File: src/rtl/cb_doutb_demap_pkg.sv
// Shared CB select and read-side FSM encodings, common to the CB write-side mapper.
// Also provides the per-mode read count used by the read-back sequencer.
package cb_doutb_demap_pkg;

  typedef enum logic [1:0] {
    CB_SEL_IDLE   = 2'b00,
    CB_SEL_RSVD   = 2'b01,
    CB_SEL_XYXITA = 2'b10,
    CB_SEL_LXLY   = 2'b11
  } cb_sel_e;

  typedef enum logic [1:0] {
    ST_IDLE  = 2'b00,
    ST_ISSUE = 2'b01,
    ST_DRAIN = 2'b10,
    ST_DONE  = 2'b11
  } cb_state_e;

  localparam int CB_STEP_W = 2;

  // XYXITA reads three words, LXLY reads two; returns the index of the final step.
  function automatic logic [CB_STEP_W-1:0] cb_last_step(input cb_sel_e sel);
    return (sel == CB_SEL_XYXITA) ? CB_STEP_W'(2) : CB_STEP_W'(1);
  endfunction

endpackage

File: src/rtl/cb_doutb_demap_rd_tag_pipe.sv
// Shift pipe that delays a read tag by RD_LAT cycles so it lines up with CB port-B data.
// pend flags tags that have not yet reached the output stage.
module CB_rd_tag_pipe #(
  parameter int RD_LAT = 2,
  parameter int TAG_W  = 2
) (
  input  logic             clk,
  input  logic             sys_rst,
  input  logic             in_vld,
  input  logic [TAG_W-1:0] in_tag,
  output logic             out_vld,
  output logic [TAG_W-1:0] out_tag,
  output logic             pend
);

  logic [RD_LAT-1:0] vld_q, vld_d;
  logic [TAG_W-1:0]  tag_q [RD_LAT];
  logic [TAG_W-1:0]  tag_d [RD_LAT];

  always_comb begin
    vld_d[0] = in_vld;
    tag_d[0] = in_tag;
    for (int i = 1; i < RD_LAT; i++) begin
      vld_d[i] = vld_q[i-1];
      tag_d[i] = tag_q[i-1];
    end
  end

  // The output stage is excluded: it is consumed on the same edge the drain completes.
  always_comb begin
    pend = 1'b0;
    for (int i = 0; i < RD_LAT - 1; i++) begin
      pend = pend | vld_q[i];
    end
  end

  always_ff @(posedge clk) begin
    if (sys_rst) begin
      vld_q <= '0;
      for (int i = 0; i < RD_LAT; i++) tag_q[i] <= '0;
    end else begin
      vld_q <= vld_d;
      for (int i = 0; i < RD_LAT; i++) tag_q[i] <= tag_d[i];
    end
  end

  assign out_vld = vld_q[RD_LAT-1];
  assign out_tag = tag_q[RD_LAT-1];

endmodule

File: src/rtl/cb_doutb_demap.sv
// Reads 2 or 3 consecutive CB words on port B and extracts one lane per word into the
// recovered state registers; done pulses N+RD_LAT+1 cycles after the start edge.
module cb_doutb_demap
  import cb_doutb_demap_pkg::*;
#(
  parameter int L               = 4,
  parameter int RSA_DW          = 32,
  parameter int CB_AW           = 10,
  parameter int RD_LAT          = 2,
  parameter int CB_DOUTB_SEL_DW = 2
) (
  input  logic                       clk,
  input  logic                       sys_rst,
  input  logic [CB_DOUTB_SEL_DW-1:0] CB_doutb_sel,
  input  logic                       start,
  input  logic [CB_AW-1:0]           base_addr,
  output logic                       CB_enb,
  output logic [CB_AW-1:0]           CB_addrb,
  input  logic [L*RSA_DW-1:0]        CB_doutb,
  output logic signed [RSA_DW-1:0]   x_hat,
  output logic signed [RSA_DW-1:0]   y_hat,
  output logic signed [RSA_DW-1:0]   xita_hat,
  output logic signed [RSA_DW-1:0]   lkx,
  output logic signed [RSA_DW-1:0]   lky,
  output logic                       busy,
  output logic                       done
);

  cb_state_e               state_q, state_d;
  cb_sel_e                 sel_q, sel_d;
  logic [CB_STEP_W-1:0]    step_q, step_d;
  logic [CB_AW-1:0]        addr_q, addr_d;
  logic signed [RSA_DW-1:0] x_q, x_d, y_q, y_d, xita_q, xita_d, lkx_q, lkx_d, lky_q, lky_d;

  logic                    issue;
  logic                    start_ok;
  logic                    tag_vld;
  logic [CB_STEP_W-1:0]    tag_step;
  logic                    tag_pend;
  logic signed [RSA_DW-1:0] lane0, lane1, lane2;
  logic                    unused_doutb;

  assign lane0 = $signed(CB_doutb[0*RSA_DW +: RSA_DW]);
  assign lane1 = $signed(CB_doutb[1*RSA_DW +: RSA_DW]);
  assign lane2 = $signed(CB_doutb[2*RSA_DW +: RSA_DW]);
  assign unused_doutb = ^CB_doutb;

  assign start_ok = start &&
                    ((CB_doutb_sel == CB_DOUTB_SEL_DW'(CB_SEL_XYXITA)) ||
                     (CB_doutb_sel == CB_DOUTB_SEL_DW'(CB_SEL_LXLY)));

  always_comb begin
    state_d = state_q;
    sel_d   = sel_q;
    step_d  = step_q;
    addr_d  = addr_q;
    issue   = 1'b0;
    case (state_q)
      ST_IDLE: begin
        if (start_ok) begin
          sel_d   = cb_sel_e'(CB_doutb_sel[1:0]);
          addr_d  = base_addr;
          step_d  = '0;
          state_d = ST_ISSUE;
        end
      end
      ST_ISSUE: begin
        issue = 1'b1;
        if (step_q == cb_last_step(sel_q)) begin
          state_d = ST_DRAIN;
        end else begin
          step_d = step_q + CB_STEP_W'(1);
          addr_d = addr_q + CB_AW'(1);
        end
      end
      ST_DRAIN: begin
        if (!tag_pend) state_d = ST_DONE;
      end
      ST_DONE: begin
        state_d = ST_IDLE;
      end
      default: state_d = ST_IDLE;
    endcase
  end

  // Only the lane owned by the returning step is taken; every other output holds.
  always_comb begin
    x_d    = x_q;
    y_d    = y_q;
    xita_d = xita_q;
    lkx_d  = lkx_q;
    lky_d  = lky_q;
    if (tag_vld) begin
      case (sel_q)
        CB_SEL_XYXITA: begin
          case (tag_step)
            2'd0:    x_d    = lane0;
            2'd1:    y_d    = lane1;
            2'd2:    xita_d = lane2;
            default: ;
          endcase
        end
        CB_SEL_LXLY: begin
          case (tag_step)
            2'd0:    lkx_d = lane0;
            2'd1:    lky_d = lane1;
            default: ;
          endcase
        end
        default: ;
      endcase
    end
  end

  always_ff @(posedge clk) begin
    if (sys_rst) begin
      state_q <= ST_IDLE;
      sel_q   <= CB_SEL_IDLE;
      step_q  <= '0;
      addr_q  <= '0;
      x_q     <= '0;
      y_q     <= '0;
      xita_q  <= '0;
      lkx_q   <= '0;
      lky_q   <= '0;
    end else begin
      state_q <= state_d;
      sel_q   <= sel_d;
      step_q  <= step_d;
      addr_q  <= addr_d;
      x_q     <= x_d;
      y_q     <= y_d;
      xita_q  <= xita_d;
      lkx_q   <= lkx_d;
      lky_q   <= lky_d;
    end
  end

  CB_rd_tag_pipe #(
    .RD_LAT (RD_LAT),
    .TAG_W  (CB_STEP_W)
  ) u_tag_pipe (
    .clk     (clk),
    .sys_rst (sys_rst),
    .in_vld  (issue),
    .in_tag  (step_q),
    .out_vld (tag_vld),
    .out_tag (tag_step),
    .pend    (tag_pend)
  );

  assign CB_enb   = (state_q == ST_ISSUE);
  assign CB_addrb = addr_q;
  assign busy     = (state_q != ST_IDLE);
  assign done     = (state_q == ST_DONE);
  assign x_hat    = x_q;
  assign y_hat    = y_q;
  assign xita_hat = xita_q;
  assign lkx      = lkx_q;
  assign lky      = lky_q;

endmodule

File: config.mk
export PLATFORM = sky130hd
export DESIGN_NAME = cb_doutb_demap
export DESIGN_NICKNAME = d
export VERILOG_FILES = /design/src/rtl/cb_doutb_demap_pkg.sv /design/src/rtl/cb_doutb_demap_rd_tag_pipe.sv /design/src/rtl/cb_doutb_demap.sv
export SDC_FILE = /design/constraint.sdc
export NUM_CORES = 1
export LEC_CHECK = 0
export ABC_AREA = 1
export CAP_MARGIN = 40
export CORE_ASPECT_RATIO = 1.1
export CORE_UTILIZATION = 44
export CTS_CLUSTER_DIAMETER = 50
export DETAILED_ROUTE_END_ITERATION = 12
export PLACE_DENSITY = 0.91
export SLEW_MARGIN = 20
export SYNTH_ARGS = -nofsm -noshare
export SYNTH_HDL_FRONTEND = slang
export SYNTH_SLANG_ARGS = --single-unit
File: constraint.sdc
create_clock -name clk -period 4 [get_ports clk]
set_input_delay 0.8 -clock clk [delete_from_list [all_inputs] [get_ports clk]]
set_output_delay 0.8 -clock clk [all_outputs]
set_load 0.005 [all_outputs]
**I/O nets highlighted**

The bar under the picture is 20 microns long.
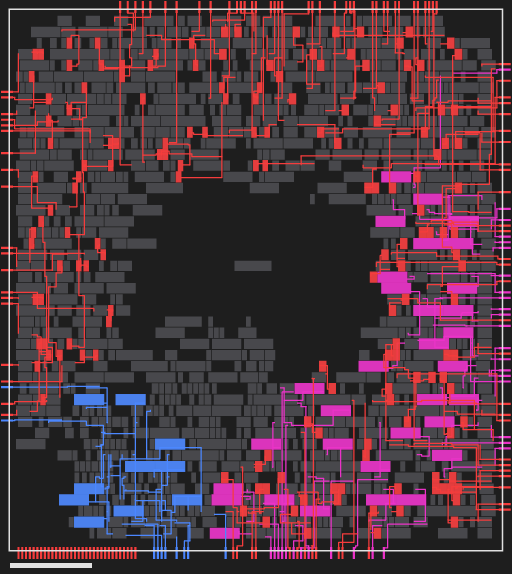
legend:
  red:
    port: `CB_doutb`
    direction: input
    end_cells: 160
    wire: 3100 microns
  magenta:
    port: `lkx`
    direction: output
    end_cells: 32
    wire: 856 microns
  blue:
    port: `CB_addrb`
    direction: output
    end_cells: 10
    wire: 430 microns

**Cell sizes after repair**

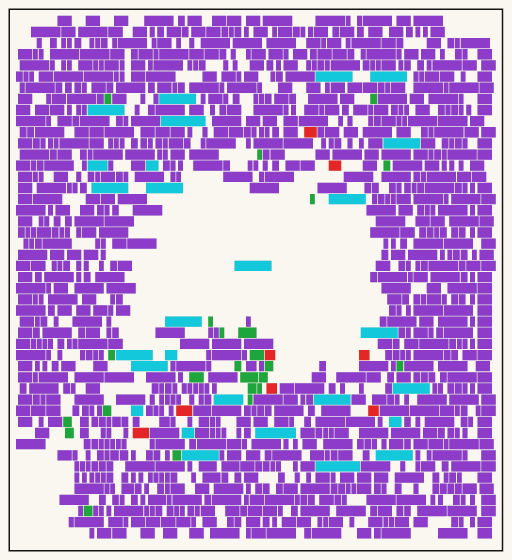
legend:
  red:
    size: x3 and x4
    cells: 8
    share: 0.70%
  purple:
    size: x1 and smaller
    cells: 1085
    share: 95%
  cyan:
    size: x6 and larger
    cells: 27
    share: 2.4%
  green:
    size: x2
    cells: 24
    share: 2.1%
final instance area: 10200 sq um
fin worst setup slack: 1.25 ns
Synth-to-Final Area Change: 51.4%
bufs w/o clock: 289

**Cell outlines without signal wires**

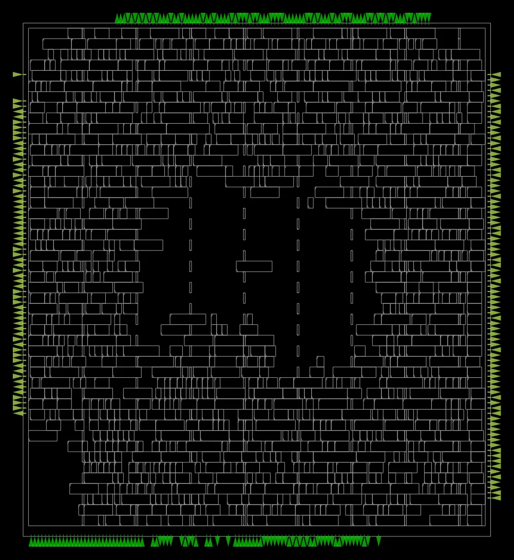
fin util: 68.1%
Seq cells: 182
Tap Count: 196
Fill cells: 1194

-- placed cells by master, fill, tap and decap left out, drive strengths merged, types with 2 or more instances in the layout --
| cell | instances |
|---|---|
| inv | 62 |
| dfxtp | 182 |
| clkinv | 8 |
| o21ai | 170 |
| clkbuf | 18 |
| nand3 | 20 |
| nand4 | 6 |
| ha | 5 |
| nand2 | 51 |
| buf | 6 |
| nor2 | 284 |
| nand3b | 2 |
| a21oi | 39 |
| or2 | 3 |
| clkdlybuf4s50 | 283 |
| bufinv | 2 |
-- per-layer routing --
| layer | track usage, % | vias up | part of all wire, % |
|---|---|---|---|
| li1 | - | 3313 | - |
| met1 | 27.7 | 3076 | 41 |
| met2 | 41.4 | 270 | 49 |
| met3 | 6.92 | 50 | 6.8 |
| met4 | 12.6 | 0 | 3.8 |
| met5 | 0 | - | 0 |
-- worst max-delay path: stages (launching register included) --
cell and delay [ns]:
dfxtp_1 0.33, inv_1 0.11, ha_1 0.50, clkdlybuf4s50_1 0.60
-- flip-flops by register name, summed over array words and instances, names as in the netlist, 4 cells and up --
register          flops
y_hat                32
xita_hat             32
lkx                  32
x_hat                32
CB_addrb             10
lky                  32
u_tag_pipe.tag_q      4
-- path summary, 6_finish.rpt --
check        depth (start not counted)  slack, ns                      to              startpoint
max                                  3       1.25                  CB_enb              state_q[1]
min                                  2       0.41  u_tag_pipe.tag_q[0][2]  u_tag_pipe.tag_q[0][0]
max reg2reg                          6       1.70             xita_hat[4]                sel_q[1]
min reg2reg                          2       0.41  u_tag_pipe.tag_q[0][2]  u_tag_pipe.tag_q[0][0]
-- power by group --
part           leakage, nW  internal [mW]  switching, mW
sequential            1.47           1.88         0.0722
clock                0.295          0.944          0.730
combinational         2.20          0.328          0.358
total                 3.97           3.15           1.16
==> run notes <==
yosys + openroad results -> status=complete, no violations, maxcap violations=0, cell with the most instances after synthesis=nor2_1, largest net degree at the start of global routing=87, yosys warns=0, Top-area cell share=around 54%, Cell Pwr Density=422 nW/um^2, Max-slew headroom=47.8%, grt total ovfl=0, layout cell share with drive strength beyond 1=5.16%, setup violators final=0, clkbuf count=18, pre-CTS WS=approximately 1.1 ns, Area after DPL=9630 sq um, setup total negative slack=0 ns, Biggest Area Class=flip-flops and latches, syn_nets=between 1000 and 1500, crit path kind=reg -> out, clk buf depth=2, clock-pin transition on the worst setup and hold timing paths=~0.060 ns, Die Span X=about 120 microns, #MultiIn Comb=583, Final clock-cell share=5.73%, worst-path fanout max=13, Seq share, synth=~54%, core area=approximately 15000 sq um, ANT nets after route=0, vias in the first global route=between 6000 and 7000, crit path DAT=1.95 ns, fp_density=~45%, post-cts sizing count=0, hold crit path type=reg -> reg, yosys cell count=877, Yosys cell types=25, RSZ-0062 raised after global routing=no, Worst setup SP type=flip-flop, CTS H-tree depth=4, Final Cycle Share=68.8%, yosys aoi share=roughly 16%, detailed placer's ending HPWL=13.1 mm, DR WL/cell=14.7 microns, CTS buffer count=17, Final nets=1279, routed vias/inst=approximately 5, Layout non-clock buf frac=about 28%, Fin Hold WS=roughly 0.41 ns, Post-synth ARST share=0%, 1st-iter DRT viols=462, Main logic family=simple AND/OR/NAND/NOR gates, die height=~130 microns, first-pass GRT wire length=a little over 30 mm, YS chip area=6750 sq um, port buffer count=283, DRC=0, placed cell count=1308, Static Leak=~4 nW, routed vias=between 6000 and 7000, actual slew at the worst max-slew pin=0.781 ns, worst vdd ir=0.274 mV, Antenna Cells=0, Top FF cell, synth=dfxtp_1, CTS tree=done, DRT Pass-1 Iters=5, Comb area=2610 sq um, initial antenna violation count=0, crit path time final=2.75 ns, Worst Path Required=3.20 ns, xor/xnor share=0.130%, area taken by flip-flops and latches=3640 sq um, Clock Skews=approximately 0.011 ns, clock sink count=182, fin cells=1340, Worst setup EP type=output pin, register bit total from synthesis=~180, Non-CTS inverters=58, chip area=about 16000 sq um, final hold violations=0, logic share of the area=25.6%, Avg Inst Size Synth=7.69 sq um, tool warning count=approximately 60, area share of fa/ha/maj cells after synthesis=0.927%, Post-Syn Instances=877, num rows=47, Mapped Area=6750 sq um, I/O pin total=~320, fmax=363 MHz, synth cell count leaders=nor2_1, dfxtp_1, o21ai_0, GRT Total Usage=24.4%, fin. max-slew vios=0, biggest area cells=dfxtp_1, nor2_1, o21ai_0, a21oi_1, inv_1, Seq area share=35.7%, mux contribution to synthesized area=0%, total setup buffers inserted after CTS=0, hold buffers post-CTS=0, clk root buf=clkbuf_16, Post-Synth Simple-Gate Area=21.9%, leading area contributor after synthesis=dfxtp_1, clock latency on the worst-skew pair=0.43 ns, Routed WL=slightly below 20 mm, total power=about 4.3 mW, routability cong.=0.802
No activity file was given, so power comes from the tool's default toggle rates.
